<file path="config.mk">
export PLATFORM = sky130hd
export DESIGN_NAME = ftdi_link_scheduler
export DESIGN_NICKNAME = d
export VERILOG_FILES = /design/src/rtl/ftdi_pkg.sv /design/src/rtl/ftdi_sync2.sv /design/src/rtl/ftdi_link_scheduler.sv
export SDC_FILE = /design/constraint.sdc
export NUM_CORES = 1
export LEC_CHECK = 0
export CAP_MARGIN = 10
export CORE_MARGIN = 1.5
export CORE_UTILIZATION = 45
export DETAILED_ROUTE_END_ITERATION = 7
export PLACE_DENSITY = 0.76
export SYNTH_ARGS = -nofsm -noshare
export SYNTH_HDL_FRONTEND = slang
export SYNTH_SLANG_ARGS = --single-unit
</file>
<file path="constraint.sdc">
create_clock -name clk -period 11.1 [get_ports clk]
set_input_delay 2.775 -clock clk [delete_from_list [all_inputs] [get_ports clk]]
set_output_delay 2.775 -clock clk [all_outputs]
set_load 0.01 [all_outputs]
</file>
<file path="src/rtl/ftdi_pkg.sv">
// Shared types and defaults for the FT245 link scheduler: FSM states, direction codes, timing defaults.
package ftdi_pkg;

   typedef enum logic [2:0] {
      IDLE      = 3'd0,
      RD_OE     = 3'd1,
      RD_STROBE = 3'd2,
      RD_REC    = 3'd3,
      WR_SETUP  = 3'd4,
      WR_STROBE = 3'd5,
      WR_REC    = 3'd6,
      TURN      = 3'd7
   } ftdi_state_e;

   localparam logic DIR_RX = 1'b0;
   localparam logic DIR_TX = 1'b1;

   localparam int DEF_BURST    = 16;
   localparam int DEF_RD_PULSE = 2;
   localparam int DEF_WR_PULSE = 2;
   localparam int DEF_RECOVER  = 3;

endpackage

</file>
<file path="src/rtl/ftdi_sync2.sv">
// Two-flop synchronizer for the active-low FTDI status pins; resets to 1 (inactive).
module ftdi_sync2 (
   input  logic clk,
   input  logic rst,
   input  logic d,
   output logic q
);

   logic meta;

   always_ff @(posedge clk or posedge rst) begin
      if (rst) begin
         meta <= 1'b1;
         q    <= 1'b1;
      end else begin
         meta <= d;
         q    <= meta;
      end
   end

endmodule

</file>
<file path="src/rtl/ftdi_link_scheduler.sv">
// Owns the FT245 byte FIFO pins; round-robin RX/TX arbitration with per-direction burst quotas.
// Optional FTDI_LINK_STATS_EN adds rx_count/tx_count byte counters.
module ftdi_link_scheduler
   import ftdi_pkg::*;
#(
   parameter int RX_BURST = DEF_BURST,
   parameter int TX_BURST = DEF_BURST,
   parameter int RD_PULSE = DEF_RD_PULSE,
   parameter int WR_PULSE = DEF_WR_PULSE,
   parameter int RECOVER  = DEF_RECOVER
)(
   input  logic       clk,
   input  logic       rst,
   input  logic       ftdi_rxf_n,
   input  logic       ftdi_txe_n,
   output logic       ftdi_rd_n,
   output logic       ftdi_wr_n,
   output logic       ftdi_oe_n,
   input  logic [7:0] ftdi_d_i,
   output logic [7:0] ftdi_d_o,
   output logic       ftdi_d_t,
   output logic [7:0] rx_data,
   output logic       rx_valid,
   input  logic       rx_ready,
   input  logic [7:0] tx_data,
   input  logic       tx_valid,
   output logic       tx_ready,
   output logic       grant_dir,
   output logic       busy
`ifdef FTDI_LINK_STATS_EN
   ,
   output logic [31:0] rx_count,
   output logic [31:0] tx_count
`endif
);

   localparam logic [7:0] RX_LIM = 8'(RX_BURST);
   localparam logic [7:0] TX_LIM = 8'(TX_BURST);

   ftdi_state_e state, state_nx;
   logic [7:0]  tmr, count, count_nx, cnt_eff, lim;
   logic        grant_nx, pick, rxf_s_n, txe_s_n, rx_elig, tx_elig, last, cap;

   ftdi_sync2 u_sync_rxf (.clk(clk), .rst(rst), .d(ftdi_rxf_n), .q(rxf_s_n));
   ftdi_sync2 u_sync_txe (.clk(clk), .rst(rst), .d(ftdi_txe_n), .q(txe_s_n));

   function automatic logic [7:0] dur(ftdi_state_e s);
      case (s)
         RD_STROBE:      return 8'(RD_PULSE - 1);
         WR_STROBE:      return 8'(WR_PULSE - 1);
         RD_REC, WR_REC: return 8'(RECOVER - 1);
         default:        return 8'd0;
      endcase
   endfunction

   assign rx_elig = !rxf_s_n && !rx_valid;
   assign tx_elig = !txe_s_n && tx_valid;
   assign last    = (tmr == 8'd0);
   assign lim     = grant_dir ? TX_LIM : RX_LIM;
   assign cap     = (state == RD_STROBE) && last;

   always_comb begin
      state_nx  = state;
      grant_nx  = grant_dir;
      count_nx  = count;
      cnt_eff   = count;
      pick      = grant_dir;
      ftdi_rd_n = (state != RD_STROBE);
      ftdi_oe_n = !(state inside {RD_OE, RD_STROBE});
      ftdi_wr_n = (state != WR_STROBE);
      ftdi_d_t  = state inside {WR_SETUP, WR_STROBE, WR_REC};
      tx_ready  = (state == WR_SETUP);
      busy      = (state != IDLE);

      // at recovery end the byte just finished counts toward the quota
      if ((state == RD_REC || state == WR_REC) && count != lim) cnt_eff = count + 8'd1;
      if (rx_elig && tx_elig) begin
         if (cnt_eff == 8'd0)  pick = !grant_dir;
         else                  pick = (cnt_eff < lim) ? grant_dir : !grant_dir;
      end else if (rx_elig)    pick = DIR_RX;
      else if (tx_elig)        pick = DIR_TX;

      case (state)
         IDLE: if (rx_elig || tx_elig) begin
            state_nx = pick ? WR_SETUP : RD_OE;
            grant_nx = pick;
            if (pick != grant_dir) count_nx = 8'd0;
         end
         RD_OE:     state_nx = RD_STROBE;
         RD_STROBE: if (last) state_nx = RD_REC;
         WR_SETUP:  state_nx = WR_STROBE;
         WR_STROBE: if (last) state_nx = WR_REC;
         RD_REC, WR_REC: if (last) begin
            count_nx = cnt_eff;
            if (!(rx_elig || tx_elig))  state_nx = IDLE;
            else if (pick == grant_dir) state_nx = pick ? WR_SETUP : RD_OE;
            else begin
               state_nx = TURN;
               grant_nx = pick;
               count_nx = 8'd0;
            end
         end
         TURN: begin
            if (grant_dir ? tx_elig : rx_elig) state_nx = grant_dir ? WR_SETUP : RD_OE;
            else                               state_nx = IDLE;
         end
         default: state_nx = IDLE;
      endcase
   end

   always_ff @(posedge clk or posedge rst) begin
      if (rst) begin
         state     <= IDLE;
         grant_dir <= DIR_TX;
         count     <= 8'd0;
      end else begin
         state     <= state_nx;
         grant_dir <= grant_nx;
         count     <= count_nx;
      end
   end

   // every state is left before it could be re-entered, so a state change reloads the timer
   always_ff @(posedge clk or posedge rst) begin
      if (rst)                    tmr <= 8'd0;
      else if (state_nx != state) tmr <= dur(state_nx);
      else if (!last)             tmr <= tmr - 8'd1;
   end

   always_ff @(posedge clk or posedge rst) begin
      if (rst) begin
         rx_data  <= 8'd0;
         rx_valid <= 1'b0;
         ftdi_d_o <= 8'd0;
      end else begin
         if (cap) begin
            rx_data  <= ftdi_d_i;
            rx_valid <= 1'b1;
         end else if (rx_valid && rx_ready) begin
            rx_valid <= 1'b0;
         end
         if (state_nx == WR_SETUP) ftdi_d_o <= tx_data;
      end
   end

`ifdef FTDI_LINK_STATS_EN
   always_ff @(posedge clk or posedge rst) begin
      if (rst) begin
         rx_count <= 32'd0;
         tx_count <= 32'd0;
      end else begin
         if (cap)               rx_count <= rx_count + 32'd1;
         if (state == WR_SETUP) tx_count <= tx_count + 32'd1;
      end
   end
`endif

endmodule
</file>
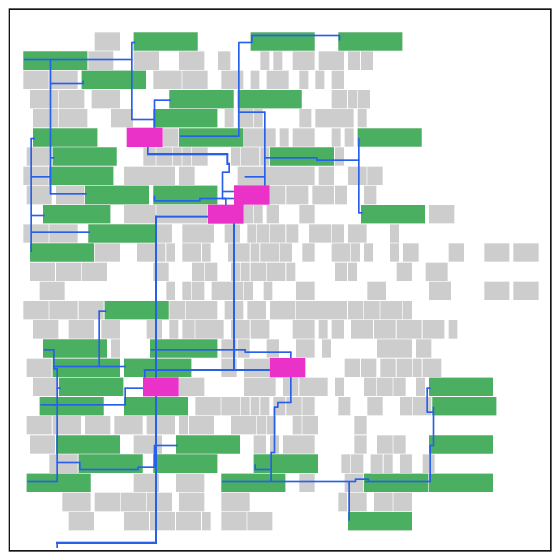
(images/clock_wires.png)
[green] flip-flops | count: 41
[blue] clock wires | length: 520 microns
[magenta] clock-net drivers | count: 5
routed clock nets: 6
flops lie: all over the die

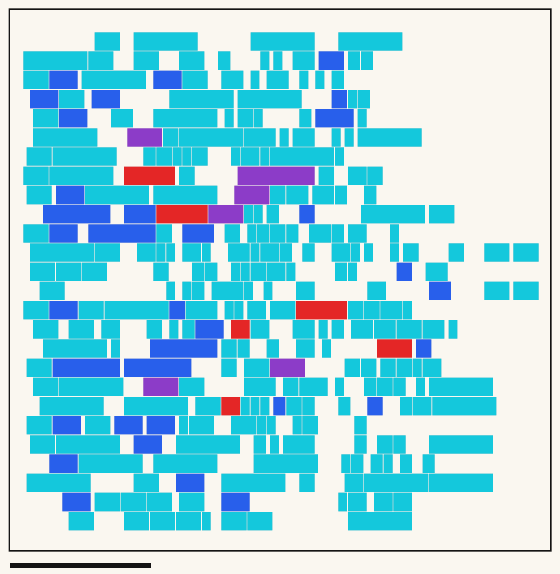
(images/sizing.png)
Bar = 20 microns.
| color | size | cells | share | most used |
|---|---|---|---|---|
| blue | x2 | 34 | 11% | mux2_2 |
| cyan | x1 and smaller | 251 | 85% | clkdlybuf4s50_1 |
| red | x3 and x4 | 6 | 2.0% | buf_4 |
| purple | x6 and larger | 6 | 2.0% | clkbuf_8 |

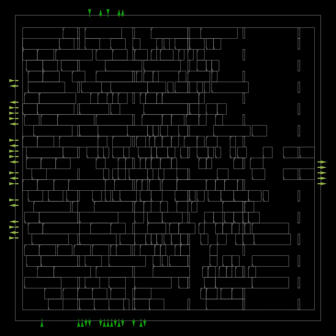
(images/placed.png)
# fillers: 448
non-filler instance count after layout: 367
Post-Route Utilization: 58.7%

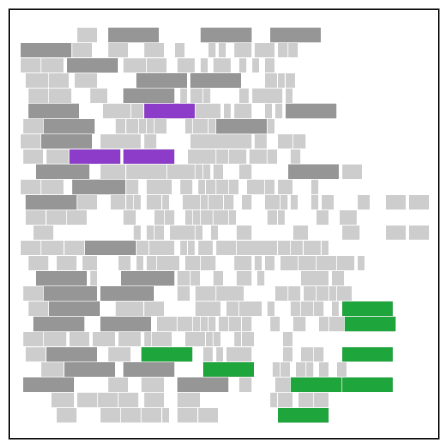
(images/ff_map.png)
Other sequential cells in the stronger gray, the rest of the logic in the fainter gray.
| color | name in the netlist | placed flops |
|---|---|---|
| green | count | 8 |
| purple | state | 3 |

==> run notes <==
yosys + openroad results -> outcome completed, metal3 WL 185 microns, All-Layer GR Usage 19.6%, final setup fails 0, Worst setup EP type flip-flop, routed wire length 5280 microns, CTS root buffer clkbuf_8, area of the die 0.00586 sq mm, Slew HR 54.4%, Most Frequent Cell on Critical Path a21oi_1, top cells by count, synth 36 x dfrtp_1, 24 x nand2_1, 23 x nor2_1, Syn Nets 284, setup_tns 0 ns, multi-input combinational gate total 190, M1 WL 2490 microns, ANT cells 0, Synth top cell by count dfrtp_1, Adder Share, Synth 2.57%, Area Growth Syn to Fin 24.7%, Complex Gates by Area 17.6%, Gate power share 53.8%, Clock Sinks 41, initial antenna violation count 0, Comb/total area 42.9%, path depth of the worst reg2reg path 14, yosys warns 0, CTS Buf Count 5, Clock-cell share 3.42%, met3 GRT Util 3.83%, Seq area share 34.0%, Post-synth seq share 42.4%, worst path bufs/invs 2, Max IR drop VDD 0.000165 V, seq pwr 0.000252 W, number of DRC markers in iteration 0 172, Worst path top cell family by delay AND-OR/OR-AND gates, Cell Type Count 54, P_sw 0.000317 W, routed len/inst 14.4 microns, Biggest consumer combinational cells, Post-synth EDFFs 0, Final Power 0.000793 W, layout cells sized above 1 15.5%, Int Pwr 0.000477 W, clk ins delay skew pair 0.29 ns
Power is estimated from default activity; no workload was simulated.
